===== src/rtl/tx_arb_ctrl_module_pkg.sv =====
// Shared definitions for the two-requester UART TX arbiter.
//   tx_state_t    : frame FSM encoding (IDLE, START, DATA, STOP)
//   BPS_T_DEFAULT : clocks per bit for 9600 baud from a 50 MHz clock
//   BIT_COUNT     : data bits per frame (8N1)
package tx_arb_ctrl_module_pkg;

    typedef enum logic [1:0] {
        IDLE  = 2'd0,
        START = 2'd1,
        DATA  = 2'd2,
        STOP  = 2'd3
    } tx_state_t;

    localparam logic [12:0] BPS_T_DEFAULT = 13'd5208;
    localparam logic [3:0]  BIT_COUNT     = 4'd8;

endpackage


===== src/rtl/tx_arb_ctrl_module_bps_tick.sv =====
// Baud tick generator for the TX arbiter.
// Ports:
//   CLK     in  system clock
//   Rst     in  asynchronous active-high reset
//   En      in  count while high; counter held at zero while low
//   Bit_End out high during the last clock of each bit period (cnt == BPS_T-1)
module tx_bps_tick_module
    import tx_arb_ctrl_module_pkg::*;
#(
    parameter logic [12:0] BPS_T = BPS_T_DEFAULT
) (
    input  logic CLK,
    input  logic Rst,
    input  logic En,
    output logic Bit_End
);

    logic [12:0] cnt;

    assign Bit_End = En && (cnt == BPS_T - 13'd1);

    // Wrapping on Bit_End doubles as the "clear on state entry": every state
    // change of the frame FSM happens on a Bit_End, or from IDLE where En=0.
    always_ff @(posedge CLK or posedge Rst) begin
        if (Rst) begin
            cnt <= 13'd0;
        end else if (!En || Bit_End) begin
            cnt <= 13'd0;
        end else begin
            cnt <= cnt + 13'd1;
        end
    end

endmodule


===== src/rtl/tx_arb_ctrl_module.sv =====
// UART TX controller/arbiter: two byte requesters share one 8N1 serial line.
// Round-robin grant on ties, latched byte, LSB-first framing, all outputs
// registered.
// Ports:
//   CLK, Rst            clock, asynchronous active-high reset
//   Req0/Data0/Ack0     requester 0: level request, byte, 1-cycle latch pulse
//   Req1/Data1/Ack1     requester 1: same rules
//   TX_Pin_Out          serial line, idle high
//   Busy                1 while a frame is in progress
//   Grant               requester of the current/last frame
//   Done                1-cycle pulse when the stop bit completes
//   Dbg_State           current frame FSM state
// Handshake: a requester holds ReqN high with DataN stable until it sees AckN;
// AckN is asserted for exactly one cycle in the cycle DataN has been latched,
// after which Req and Data may change freely.
module tx_arb_ctrl_module
    import tx_arb_ctrl_module_pkg::*;
#(
    parameter logic [12:0] BPS_T = BPS_T_DEFAULT
) (
    input  logic       CLK,
    input  logic       Rst,
    input  logic       Req0,
    input  logic [7:0] Data0,
    output logic       Ack0,
    input  logic       Req1,
    input  logic [7:0] Data1,
    output logic       Ack1,
    output logic       TX_Pin_Out,
    output logic       Busy,
    output logic       Grant,
    output logic       Done,
    output tx_state_t  Dbg_State
);

    tx_state_t  state, state_nxt;
    logic [7:0] shift, shift_nxt;
    logic [2:0] bit_cnt, bit_cnt_nxt;
    logic       tx_nxt, busy_nxt, grant_nxt, ack0_nxt, ack1_nxt, done_nxt;
    logic       bit_end;
    logic       pick;

    localparam logic [2:0] LAST_BIT = 3'(BIT_COUNT - 4'd1);

    tx_bps_tick_module #(.BPS_T(BPS_T)) u_tick (
        .CLK     (CLK),
        .Rst     (Rst),
        .En      (state != IDLE),
        .Bit_End (bit_end)
    );

    // On a tie, serve the requester that did not own the previous frame.
    assign pick = (Req0 && Req1) ? ~Grant : Req1;

    assign Dbg_State = state;

    always_comb begin
        state_nxt   = state;
        shift_nxt   = shift;
        bit_cnt_nxt = bit_cnt;
        tx_nxt      = TX_Pin_Out;
        busy_nxt    = Busy;
        grant_nxt   = Grant;
        ack0_nxt    = 1'b0;
        ack1_nxt    = 1'b0;
        done_nxt    = 1'b0;
        case (state)
            IDLE: begin
                if (Req0 || Req1) begin
                    state_nxt   = START;
                    grant_nxt   = pick;
                    shift_nxt   = pick ? Data1 : Data0;
                    bit_cnt_nxt = 3'd0;
                    tx_nxt      = 1'b0;
                    busy_nxt    = 1'b1;
                    ack0_nxt    = ~pick;
                    ack1_nxt    = pick;
                end
            end
            START: begin
                if (bit_end) begin
                    state_nxt = DATA;
                    tx_nxt    = shift[0];
                end
            end
            DATA: begin
                if (bit_end) begin
                    if (bit_cnt == LAST_BIT) begin
                        state_nxt = STOP;
                        tx_nxt    = 1'b1;
                    end else begin
                        // shift[1] is the bit that lands in shift[0] this edge
                        shift_nxt   = {1'b0, shift[7:1]};
                        tx_nxt      = shift[1];
                        bit_cnt_nxt = bit_cnt + 3'd1;
                    end
                end
            end
            STOP: begin
                if (bit_end) begin
                    state_nxt = IDLE;
                    busy_nxt  = 1'b0;
                    done_nxt  = 1'b1;
                end
            end
            default: begin
                state_nxt = IDLE;
            end
        endcase
    end

    // Grant resets to 1 so the first tie after reset goes to requester 0.
    always_ff @(posedge CLK or posedge Rst) begin
        if (Rst) begin
            state      <= IDLE;
            shift      <= 8'd0;
            bit_cnt    <= 3'd0;
            TX_Pin_Out <= 1'b1;
            Busy       <= 1'b0;
            Grant      <= 1'b1;
            Ack0       <= 1'b0;
            Ack1       <= 1'b0;
            Done       <= 1'b0;
        end else begin
            state      <= state_nxt;
            shift      <= shift_nxt;
            bit_cnt    <= bit_cnt_nxt;
            TX_Pin_Out <= tx_nxt;
            Busy       <= busy_nxt;
            Grant      <= grant_nxt;
            Ack0       <= ack0_nxt;
            Ack1       <= ack1_nxt;
            Done       <= done_nxt;
        end
    end

endmodule


===== config.mk =====
export PLATFORM = sky130hd
export DESIGN_NAME = tx_arb_ctrl_module
export DESIGN_NICKNAME = d
export VERILOG_FILES = /design/src/rtl/tx_arb_ctrl_module_pkg.sv /design/src/rtl/tx_arb_ctrl_module_bps_tick.sv /design/src/rtl/tx_arb_ctrl_module.sv
export SDC_FILE = /design/constraint.sdc
export NUM_CORES = 1
export LEC_CHECK = 0
export CAP_MARGIN = 10
export CORE_ASPECT_RATIO = 0.9
export CORE_MARGIN = 3
export CORE_UTILIZATION = 30
export CTS_BUF_LIST = sky130_fd_sc_hd__clkbuf_8
export CTS_CLUSTER_DIAMETER = 80
export DETAILED_ROUTE_END_ITERATION = 6
export GPL_TIMING_DRIVEN = 0
export PLACE_DENSITY_LB_ADDON = 0.1
export SYNTH_ARGS = -nofsm -noshare
export SYNTH_HDL_FRONTEND = slang
export SYNTH_SLANG_ARGS = --single-unit

===== constraint.sdc =====
create_clock -name CLK -period 2.9 [get_ports CLK]
set_input_delay 0.58 -clock CLK [delete_from_list [all_inputs] [get_ports CLK]]
set_output_delay 0.58 -clock CLK [all_outputs]
set_load 0.01 [all_outputs]

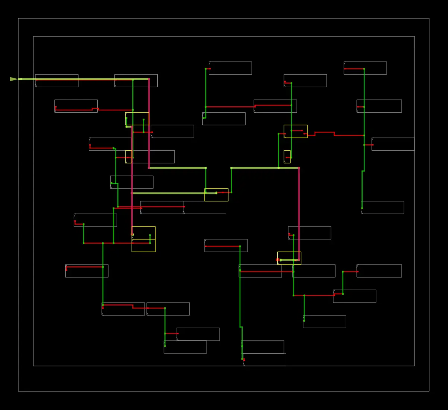
(images/final_clocks.png)
power consumed by the clock network: 0.355 mW
CTS Sinks: 32
Layout Skew: 6.020 ps

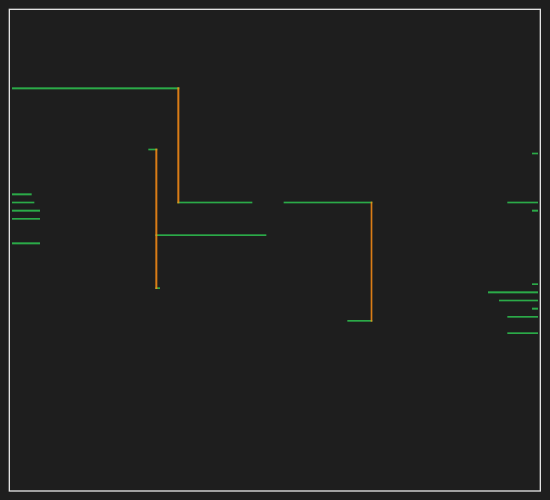
(images/metal_stack.png)
Drawn at 6 px/um. Two of the layers only.
| colour | layer | wire length |
|---|---|---|
| orange | met4 | 61.9 um |
| green | met3 | 129 um |

-- final timing paths --
| kind | startpoint | to | slack (ps) | cells past startpoint |
|---|---|---|---|---|
| worst max register to register | Dbg_State[0] | Dbg_State[1] | 660 | 6 |
| min in group asynchronous | Rst | shift[5] | 640 | 2 |
| worst min register to register | bit_cnt[0] | bit_cnt[0] | 480 | 1 |
| worst min-delay path | bit_cnt[0] | bit_cnt[0] | 480 | 1 |
| max in group asynchronous | Rst | Grant | 1680 | 3 |
| worst max-delay path | Req0 | Dbg_State[1] | 580 | 5 |
-- layout by cell type (no fill, tap or decap), drive strengths merged, types with 4 or more instances in the layout --
master	count
buf	7
xnor2	7
nand3	11
nor3	5
mux2i	8
o211ai	4
ha	7
inv	16
dfrtp	30
nand2	14
nor2	27
clkdlybuf4s50	27
clkbuf	8
o21ai	11
==> results.tsv <==
stage	metric	value	unit
outcome	result of the run	finished, final reports clean	
worst_setup_path	CP startpoint kind	input pin	
hold_path	Hold WC Path Type	reg -> reg	
clocking	Max Root-Sink Buffers	2	
layout	final-layout clock buffer total	6	
worst_setup_path	sum of buffers and inverters on the critical path	1	
synthesis	number of register bits inferred by synthesis	32	
die	I/O Pins	28	
routing	met3 layer wire length in the routed design	128	um
layout	synth-to-layout area growth	26.03	%
synthesis	Post-Synth Simple-Gate Area	0.2144	
synthesis	biggest area consumer among synthesized cells	sky130_fd_sc_hd__dfrtp_1	
layout	logic area	922.1	um2
routing	Via density	4.797	
sta	Worst-Margin Slew	744.2	ps
power	total sequential power	0.661	mW
synthesis	area fraction in xor and xnor cells	0.04315	
sta	post-route clock period utilization	0.8006	
worst_setup_path	critical path, cell by cell	clkdlybuf4s50_1, nor2_1, a2111oi_0, a2bb2oi_1, mux2_2	
power	switching power as a share of total power	0.3755	
placed_design	count of buffers from port buffering	27	
power	dominant power group	combinational cells	
power	power per standard cell area	775.3	nW/um2
clocking	total CTS buffers	5	
synthesis	Yosys chip area	1827	um2
power	power share of the sequential group	0.370	
synthesis	average instance area after synthesis	9.665	um2
synthesis	synthesized netlist net count	216	
Power and IR drop assume default switching activity.
